==> src/rtl/operand_capture.sv <==
// operand_capture: debounced key capture of two operands offered to an ALU via valid/ready
module operand_capture #(
  parameter int WIDTH   = 4,
  parameter int DEB_CNT = 3
) (
  input  logic               clk,
  input  logic               rst,
  input  logic [WIDTH-1:0]   sw_in,
  input  logic [2:0]         key,
  input  logic               op_ready,
  output logic [WIDTH-1:0]   reg_a,
  output logic [WIDTH-1:0]   reg_b,
  output logic               a_loaded,
  output logic               b_loaded,
  output logic               op_valid,
  output logic [2*WIDTH-1:0] ind
);
  typedef enum logic {COLLECT, SEND} state_t;
  localparam logic [7:0] DMAX = 8'(DEB_CNT);
  localparam logic [7:0] DM1  = 8'(DEB_CNT - 1);
  state_t     state, state_n;
  logic [2:0] s1, s2, press;
  logic [7:0] cnt [3];
  always_ff @(posedge clk) begin
    if (rst) begin
      s1 <= '0;
      s2 <= '0;
      for (int i = 0; i < 3; i++) cnt[i] <= '0;
    end else begin
      s1 <= key;
      s2 <= s1;
      for (int i = 0; i < 3; i++) cnt[i] <= s2[i] ? ((cnt[i] == DMAX) ? cnt[i] : cnt[i] + 8'd1) : 8'd0;
    end
  end
  always_comb begin
    press = '0;
    for (int i = 0; i < 3; i++) press[i] = s2[i] && (cnt[i] == DM1);
  end
  always_comb begin
    state_n = (state == COLLECT) ? ((press[2] && a_loaded && b_loaded) ? SEND : COLLECT)
                                 : (op_ready ? COLLECT : SEND);
  end
  always_ff @(posedge clk) begin
    if (rst) begin
      state    <= COLLECT;
      op_valid <= 1'b0;
    end else begin
      state    <= state_n;
      op_valid <= (state_n == SEND);
    end
  end
  always_ff @(posedge clk) begin
    if (rst) begin
      reg_a    <= '0;
      reg_b    <= '0;
      ind      <= '0;
      a_loaded <= 1'b0;
      b_loaded <= 1'b0;
    end else if (state == COLLECT) begin
      if (press[0]) begin
        reg_a    <= sw_in;
        a_loaded <= 1'b1;
      end
      if (press[1]) begin
        reg_b    <= sw_in;
        b_loaded <= 1'b1;
      end
      if (|press[1:0]) ind <= {{WIDTH{1'b0}}, sw_in};
    end else if (op_ready) begin
      a_loaded <= 1'b0;
      b_loaded <= 1'b0;
    end
  end
endmodule

==> config.mk <==
export PLATFORM = sky130hd
export DESIGN_NAME = operand_capture
export DESIGN_NICKNAME = d
export VERILOG_FILES = /design/src/rtl/operand_capture.sv
export SDC_FILE = /design/constraint.sdc
export NUM_CORES = 1
export LEC_CHECK = 0
export ABC_CLOCK_PERIOD_IN_PS = 2500
export CAP_MARGIN = 20
export CORE_MARGIN = 5
export CORE_UTILIZATION = 30
export CTS_CLUSTER_DIAMETER = 60
export DETAILED_ROUTE_END_ITERATION = 8
export MAX_ROUTING_LAYER = met4
export PLACE_DENSITY = 0.49
export SETUP_SLACK_MARGIN = 0.2
export SYNTH_ARGS = -nofsm -noshare
export SYNTH_HDL_FRONTEND = slang
export SYNTH_SLANG_ARGS = --single-unit
==> constraint.sdc <==
create_clock -name clk -period 2.5 [get_ports clk]
set_input_delay 0.375 -clock clk [delete_from_list [all_inputs] [get_ports clk]]
set_output_delay 0.375 -clock clk [all_outputs]
set_load 0.01 [all_outputs]
==> run_1/clock_nets.png <==
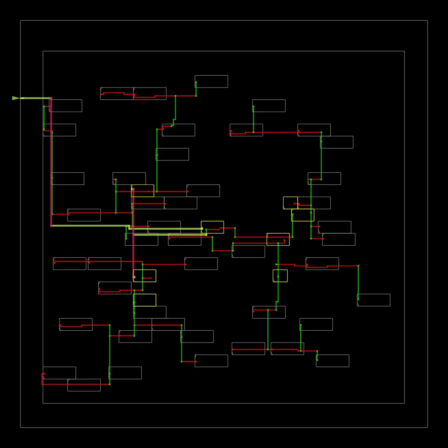
total clock sinks: 45
clk_skew: 0.0113 ns

==> run_1/util_map.png <==
Drawn at 4 px/um. The die is cut into 9 by 9 equal tiles; black is low, pale yellow is high, 0 to 100% covered.
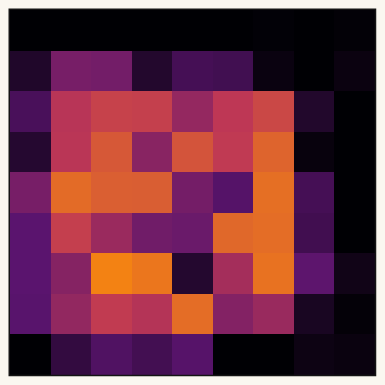
- emptiest ninth of the die: north-east
- mean over tiles: 28%
- fullest tile: 72%

==> run_1/pinout.png <==
Drawn at 4 px/um. Pins as bars across the die edge, other pins in gray.
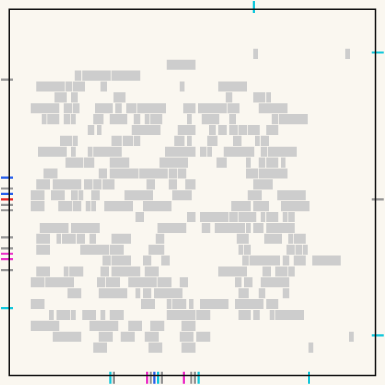
- blue: key (pins 3; direction input; edge 2 west, 1 south)
- cyan: ind (pins 8; direction output; edge 4 south, 2 east, 1 west, 1 north)
- magenta: sw_in (pins 4; direction input; edge 2 south, 2 west)
- red: a_loaded (pins 1; direction output; edge west)
- all pins by edge: 13 west, 12 south, 3 east, 1 north

==> run_1/layers.png <==
Drawn at 3 px/um.
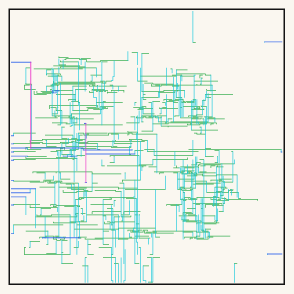
- magenta: M4 (wire length 48.3 um)
- blue: M3 (wire length 124 um)
- cyan: M2 (wire length 1530 um)
- green: M1 (wire length 1970 um)
final wirelength: 3670 um
GRT Overall Usage: 9.70%

==> flow_summary.toml, run 1 <==
# implementation run metrics
[status]
outcome = "completed"

[critical_path]
startpoint = "state"
cp.required_ns = 2.12
crit_buf_inv = 1
crit_fanout = 6

[die]
fp-utilization_pct = 31.0
io_pins = 29

[clock_network]
clock_latency_ns = 0.29
cts_buffers = 5
tritoncts = "yes"
clockRootBuffer = "clkbuf_8"
clk_pin_slew_ns = 0.09

[synth]
muxShareOfSynthArea_pct = 6.07
ys_seq_share_pct = 45.5
netlist-cell-type-count = 32
ys_cells = 203

[global_routing]
grt_max_degree = 26
gr-total-overflow = 0

[route]
wire_per_inst_um = 12.0
via_count = 1391
viasPerCell = 4.55
drc_errors = 0

[hold_path]
hp-class = "flip-flop to flip-flop"
[run 1: layer usage]
layer / wire (um) / track usage (%) / vias to the layer above / share of wire (%)
li1: - / - / 723 / -
met4: 48 / 2.57 / 0 / 1.3
met2: 1530 / 14.1 / 28 / 42
met1: 1970 / 13.3 / 635 / 54
met5: 0 / - / - / 0
met3: 123 / 2.56 / 5 / 3.4
[run 1: stage by stage]
stage	setup slack, ns	instance area, um2	hold WS, ns	instances	power, mW
floorplan	1.21	1990	0.414	206	0.769
global placement	1.02	2280	0.418	298	0.786
detailed placement	0.991	2280	0.427	298	0.786
CTS	0.763	2380	0.452	306	1.28
global route	0.700	2380	0.474	306	1.32
finish	0.790	2380	0.444	306	1.25
[run 1: registers in the layout (all words and copies together), names as in the netlist]
name,flops
cnt,24
state,1
a_loaded,1
s2,3
s1,3
reg_b,4
reg_a,4
ind,4
b_loaded,1
[run 1: final cells by class]
class | instances | area [um2] | share of cell area, %
clock inverters | 2 | 17.5 | 0.736
clock buffers | 6 | 82.6 | 3.47
inverters | 3 | 11.3 | 0.473
multi-input cells | 148 | 1020 | 43.0
flip-flops and latches | 45 | 901 | 37.9
repair buffers | 25 | 248 | 10.4
well taps | 77 | 96.3 | 4.05
[run 1: cell usage after synthesis, drive strengths merged]
| library cell | number | share of area (%) |
|---|---|---|
| nor2b | 8 | 2.5 |
| clkbuf | 4 | 0.76 |
| xor2 | 14 | 6.2 |
| nor3 | 9 | 2.3 |
| or2b | 1 | 0.38 |
| nor2 | 23 | 4.4 |
| ha | 6 | 3.8 |
| nand4 | 4 | 2.8 |
| and2 | 1 | 0.32 |
| nand2b | 14 | 4.4 |
| nor4 | 3 | 2.8 |
| buf | 6 | 2.0 |
| xnor2 | 4 | 1.8 |
| nand3 | 15 | 3.8 |
| dfxtp | 45 | 46 |
| nand2 | 8 | 1.9 |
| a21oi | 6 | 1.7 |
| mux2i | 12 | 6.1 |
| and3 | 9 | 3.3 |
| nand3b | 3 | 1.1 |
| or3 | 1 | 0.32 |
| conb | 1 | 0.19 |
| inv | 3 | 0.57 |
| a211oi | 3 | 1.1 |
[run 1: placed cells by master (no fill, tap or decap), types with 2 or more instances in the layout]
cell type,netlist,final
nor3_1,9,9
clkdlybuf4s50_1,0,24
mux2i_1,12,12
clkbuf_8,0,6
a21oi_1,5,5
nand2_1,7,7
xor2_1,14,14
and3_2,3,3
ha_1,6,6
nand4_4,2,2
nand2b_1,14,14
nand3b_1,3,3
conb_1,1,4
dfxtp_1,45,45
nor2b_1,8,8
nor2_1,23,23
xnor2_1,4,4
nand4_1,2,2
and3_1,5,5
nand3_1,15,15
a211oi_1,3,3
nor4_4,2,2
inv_1,3,3
[run 1: power breakdown]
group / total [mW] / switching [mW] / internal, mW
Sequential: 0.726 / 0.00357 / 0.722
Combinational: 0.0425 / 0.0200 / 0.0225
Clock: 0.486 / 0.257 / 0.230
[run 1: final timing paths]
| check | to | slack [ns] | cells after the start |
|---|---|---|---|
| hold reg to reg | s2[1] | 0.44 | 1 |
| setup reg to reg | ind[1] | 1.01 | 4 |
| setup / recovery | op_valid | 0.79 | 1 |
| hold / removal | s2[1] | 0.44 | 1 |
==> run_1/class_map.png <==
Drawn at 3 px/um.
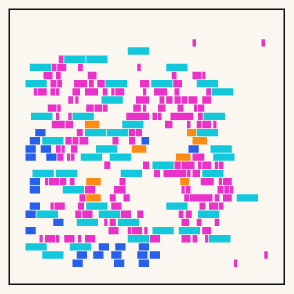

==> run 1 -> run 2 <==
--- a/config.mk
+++ b/config.mk
@@ -5,14 +5,14 @@
 export SDC_FILE = /design/constraint.sdc
 export NUM_CORES = 1
 export LEC_CHECK = 0
-export ABC_CLOCK_PERIOD_IN_PS = 2500
+export ABC_CLOCK_PERIOD_IN_PS = 1530
 export CAP_MARGIN = 20
 export CORE_MARGIN = 5
 export CORE_UTILIZATION = 30
 export CTS_CLUSTER_DIAMETER = 60
 export DETAILED_ROUTE_END_ITERATION = 8
 export MAX_ROUTING_LAYER = met4
-export PLACE_DENSITY = 0.49
+export PLACE_DENSITY = 0.51
 export SETUP_SLACK_MARGIN = 0.2
 export SYNTH_ARGS = -nofsm -noshare
 export SYNTH_HDL_FRONTEND = slang
==> constraint.sdc (replaced) <==
create_clock -name clk -period 1.53 [get_ports clk]
set_input_delay 0.2295 -clock clk [delete_from_list [all_inputs] [get_ports clk]]
set_output_delay 0.2295 -clock clk [all_outputs]
set_load 0.01 [all_outputs]
==> run_2/class_map.png <==
Drawn at 3 px/um.
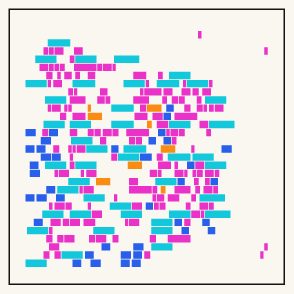
- cyan: registers (cells 45; share of their area 38%)
- orange: clock drivers and dummy loads (cells 8; share of their area 3.4%)
- blue: remaining buffers and delay cells (cells 39; share of their area 14%)
- magenta: remaining logic cells (cells 151; share of their area 45%)

==> run 2 against run 1 <==
Final cell count increased by 4.6%. Routed wire length increased by 4.3%. Flip-flop count unchanged. First-iteration DRC count increased by 8.7%. Count of clock-buffer cells in the layout unchanged. Clock power increased by 44%. Combinational power increased by 76%. Register-to-register slack got worse by 0.88 ns.
==> flow_summary.toml, run 2 <==
# implementation run metrics
[synth]
top_cell = "dfxtp_1"
netlist-cell-type-count = 32
ys_cells = 203
ff_type = "dfxtp_1"
ys_ff = 45
area_leaders = "dfxtp_1, xor2_1, mux2i_1"
edf_count = 0
top_area_cell = "dfxtp_1"
top_cells_by_count = "dfxtp_1, nor2_1, nand3_1"

[cells_and_area]
regArea_um2 = 925
logic_area_um2 = 1070
final_design_area_no_fill_um2 = 2520
final_cells = 320
largest_reg_flops = 24
final_cell_mix = "dfxtp_1, nor2_1, dlygate4sd2_1"
lay_top_count = "dfxtp_1"

[critical_path]
end_kind = "flip-flop"
cp_num_cells = 5
cp.required_ns = 1.70
r2r_setup_slack_ns = 0.13
crit_fanout = 3
crit_end = "cnt[0][7]"
critPathMaxStageDelay_ns = 0.38
ff2ff_path_depth = 5
worst_r2r_endpoint = "cnt[0][7]"
startpoint = "cnt[0][7]"

[clock_network]
clk_pin_slew_ns = 0.08
cts_buffers = 5
clock_latency_ns = 0.29
tritoncts = "yes"
clockRootBuffer = "clkbuf_8"

[route]
wire_per_inst_um = 12.0
viasPerCell = 4.48
wirelength_um = 3830
via_count = 1432
drc_errors = 0

[global_routing]
grt_max_degree = 16
grt_usage_pct = 10.3
antenna_found_initial = 0
gr-total-overflow = 0

[timing]
fin_skew_ns = 0.00728

[die]
fp-utilization_pct = 31.0
io_pins = 29

[status]
outcome = "completed"

[hold_path]
hp-class = "flip-flop to flip-flop"

[power_and_ir_drop]
total_power_mw = 1.95
==> run 2: metal layers <==
layer	track usage, %	share of wire (%)	vias to the layer above
met4	3.30	1.2	0
li1	-	-	756
met1	14.8	54	648
met3	2.73	2.8	4
met5	-	0	-
met2	13.9	42	24
==> run 2: final cells by class <==
type | count | share of cell area (%)
clock buffers | 6 | 2.87
clock inverters | 2 | 0.396
inverters | 3 | 0.446
multi-input cells | 148 | 42.5
flip-flops and latches | 45 | 36.6
well taps | 77 | 3.82
repair buffers | 39 | 13.4
==> run 2: timing repair <==
item,in CTS,in global routing
setup buffers,4,7
pin swaps,8,8
gates resized,26,17
setup endpoints to repair,30,20
hold buffers,0,0
==> run 2: worst min path at each step <==
stage / start / end / slack [ns] / cells after the start
detailed placement: s1[0] / s2[0] / 0.43 / 1
floorplan: key[0] / s1[0] / 0.36 / 1
finish: s1[0] / s2[0] / 0.44 / 1
global route: key[2] / s1[2] / 0.47 / 2
CTS: s1[0] / s2[0] / 0.45 / 1
global placement: s1[0] / s2[0] / 0.42 / 1
==> run 2: power breakdown <==
part | switching (mW) | internal, mW | total [mW]
clock | 0.385 | 0.317 | 0.702
sequential | 0.00591 | 1.17 | 1.18
combinational | 0.0357 | 0.0388 | 0.0746
==> run 2: logic make-up (layout without fill, tap and decap cells) <==
| group | count (synthesis) | after routing | synth area share [%] |
|---|---|---|---|
| AND-OR/OR-AND | 9 | 9 | 2.85 |
| XOR/XNOR | 18 | 18 | 7.97 |
| adder cells (fa/ha/maj) | 6 | 6 | 3.79 |
| buffers and inverters | 13 | 50 | 3.29 |
| flip-flops | 45 | 45 | 45.5 |
| multiplexers | 12 | 12 | 6.07 |
| other | 1 | 4 | 0.190 |
| AND/OR/NAND/NOR | 99 | 99 | 30.3 |
==> run 2: stage by stage <==
step / hold WS [ns] / util [%] / setup slack (ns)
finish: 0.444 / 39.5 / 0.129
global route: 0.472 / 39.5 / 0.00752
CTS: 0.447 / 37.9 / 0.110
detailed placement: 0.425 / 36.1 / 0.0428
global placement: 0.419 / 36.1 / 0.0580
floorplan: 0.358 / - / 0.235
==> run_2/util_map.png <==
Drawn at 4 px/um. The die is cut into 9 by 9 equal tiles; black is low, pale yellow is high, 0 to 100% covered.
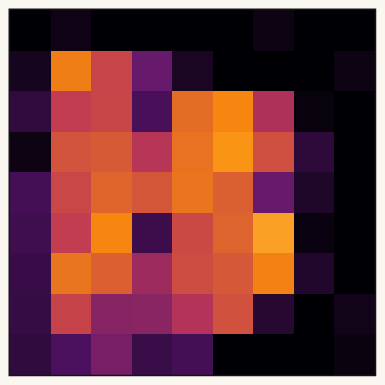

==> run 2 -> run 3 <==
--- a/config.mk
+++ b/config.mk
@@ -13,6 +13,7 @@
 export DETAILED_ROUTE_END_ITERATION = 8
 export MAX_ROUTING_LAYER = met4
 export PLACE_DENSITY = 0.51
+export REMOVE_ABC_BUFFERS = 1
 export SETUP_SLACK_MARGIN = 0.2
 export SYNTH_ARGS = -nofsm -noshare
 export SYNTH_HDL_FRONTEND = slang
==> run_3/util_map.png <==
Drawn at 4 px/um. The die is cut into 9 by 9 equal tiles; black is low, pale yellow is high, 0 to 100% covered.
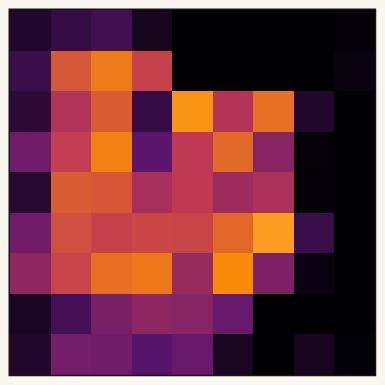
- tiles over 75% full: 2.5%
- nearly empty tiles: 26%
- fullest tile: 79%
- emptiest ninth of the die: south-east
core area: 6390 um2
final core utilization: 38.9%
Pre-Place Util: 31.0%

==> run 3 against run 2 <==
Register-to-register slack better by 0.03 ns. Critical path depth is the same. Utilization decreased by 0.67 points. Synthesized cell count unchanged. Synthesized area unchanged. Via count fell by 1.9%. Sequential power hardly changed. Critical path type unchanged. Setup slack improved by 0.025 ns. Die area unchanged.
==> flow_summary.toml, run 3 <==
# implementation run metrics
[synth]
top_cell_area_share_pct = 45.5
area_leaders = "dfxtp_1, xor2_1, mux2i_1"
ys_ff = 45
ys_seq_share_pct = 45.5
synthArstFlopShare_pct = 0
edf_count = 0
netlist-cell-type-count = 32

[clock_network]
holdBufCountCts = 0
clk_pin_slew_ns = 0.08
cts_sinks = 45
cts_buffers = 5
clockRootBuffer = "clkbuf_8"
tritoncts = "yes"
clock_latency_ns = 0.29

[global_routing]
use_met3_pct = 2.98
top_usage_layer = "met2"
grt_max_degree = 14
met2_usage_pct = 13.8
grt_util_met1_pct = 12.8
antenna_found_initial = 0
grt_usage_pct = 9.62

[route]
drc_errors = 0
via_count = 1405
wire_per_inst_um = 11.7
viasPerCell = 4.42
wirelength_um = 3710

[critical_path]
end_kind = "flip-flop"
cp.required_ns = 1.71
crit_fanout = 4

[status]
outcome = "completed"

[die]
io_pins = 29

[hold_path]
hp-class = "flip-flop to flip-flop"

[placement]
place_ws_ns = 0.0796

[cells_and_area]
lay_top_count = "dfxtp_1"
final_cell_mix = "dfxtp_1, nor2_1, nand3_1, dlygate4sd2_1"
regMostFlops = "cnt"
largest_reg_flops = 24

[timing]
fin_ws_ns = 0.155
fin_skew_ns = 0.00595
holdWs_ns = 0.444

[power_and_ir_drop]
total_power_mw = 1.97
run 3: cell types whose count changed in the layout (fill, tap and decap cells not counted), sizes merged:
| cell | delta |
|---|---|
| buf | -2 |
run 3: report_power, final:
group	internal [mW]	switching [mW]
clock	0.317	0.390
combinational	0.0416	0.0337
sequential	1.18	0.00587
run 3: area by class of cell:
cell class,instances,area (um2)
Tap cell,77,96.3
Inverter,3,11.3
Clock inverter,2,10.0
Clock buffer,6,72.6
Fill cell,622,3900
Multi-Input combinational cell,148,1060
Timing Repair Buffer,37,319
Sequential cell,45,917
run 3: cells by family (layout without fill, tap and decap cells):
| group | count (synthesis) | after routing | share of synthesized area (%) |
|---|---|---|---|
| other | 1 | 4 | 0.190 |
| DFF | 45 | 45 | 45.5 |
| and+or+nand+nor | 99 | 99 | 30.3 |
| adders and majority gates | 6 | 6 | 3.79 |
| xor gates and xnor gates | 18 | 18 | 7.97 |
| AOI/OAI and AO/OA | 9 | 9 | 2.85 |
| buffers and inverters | 13 | 48 | 3.29 |
| muxes | 12 | 12 | 6.07 |
run 3: timing repair:
action | 4_1_cts | 5_1_grt
pin swaps | 3 | 9
buffers inserted | 1 | 5
endpoints found under the setup margin | 30 | 18
gates resized | 23 | 12
run 3: final timing paths:
check | startpoint | endpoint | slack, ns | depth (start not counted)
max | cnt[0][3] | cnt[0][0] | 0.15 | 5
min | s1[2] | s2[2] | 0.44 | 1
max reg2reg | cnt[0][3] | cnt[0][0] | 0.15 | 5
min reg2reg | s1[2] | s2[2] | 0.44 | 1
run 3: per-layer routing:
metal  vias to the layer above  share of wire [%]
met5                         -                  0
met4                         0                1.1
met3                         4                3.5
met2                        22                 43
met1                       633                 52
li1                        746                  -
run 3: metrics by stage:
step	instance area, um2	instances
after detailed placement	2320	304
final	2480	318
after CTS	2410	313
after global placement	2320	304
after floorplan	1940	196
after global routing	2480	318
run 3: worst max-delay path, stage by stage (launching register included):
cell and delay [ns]:
dfxtp_2 0.35, nor4_4 0.37, buf_4 0.18, and3_4 0.20
xnor2_1 0.11, nor2_1 0.05
No activity file was given, so power comes from the tool's default toggle rates.
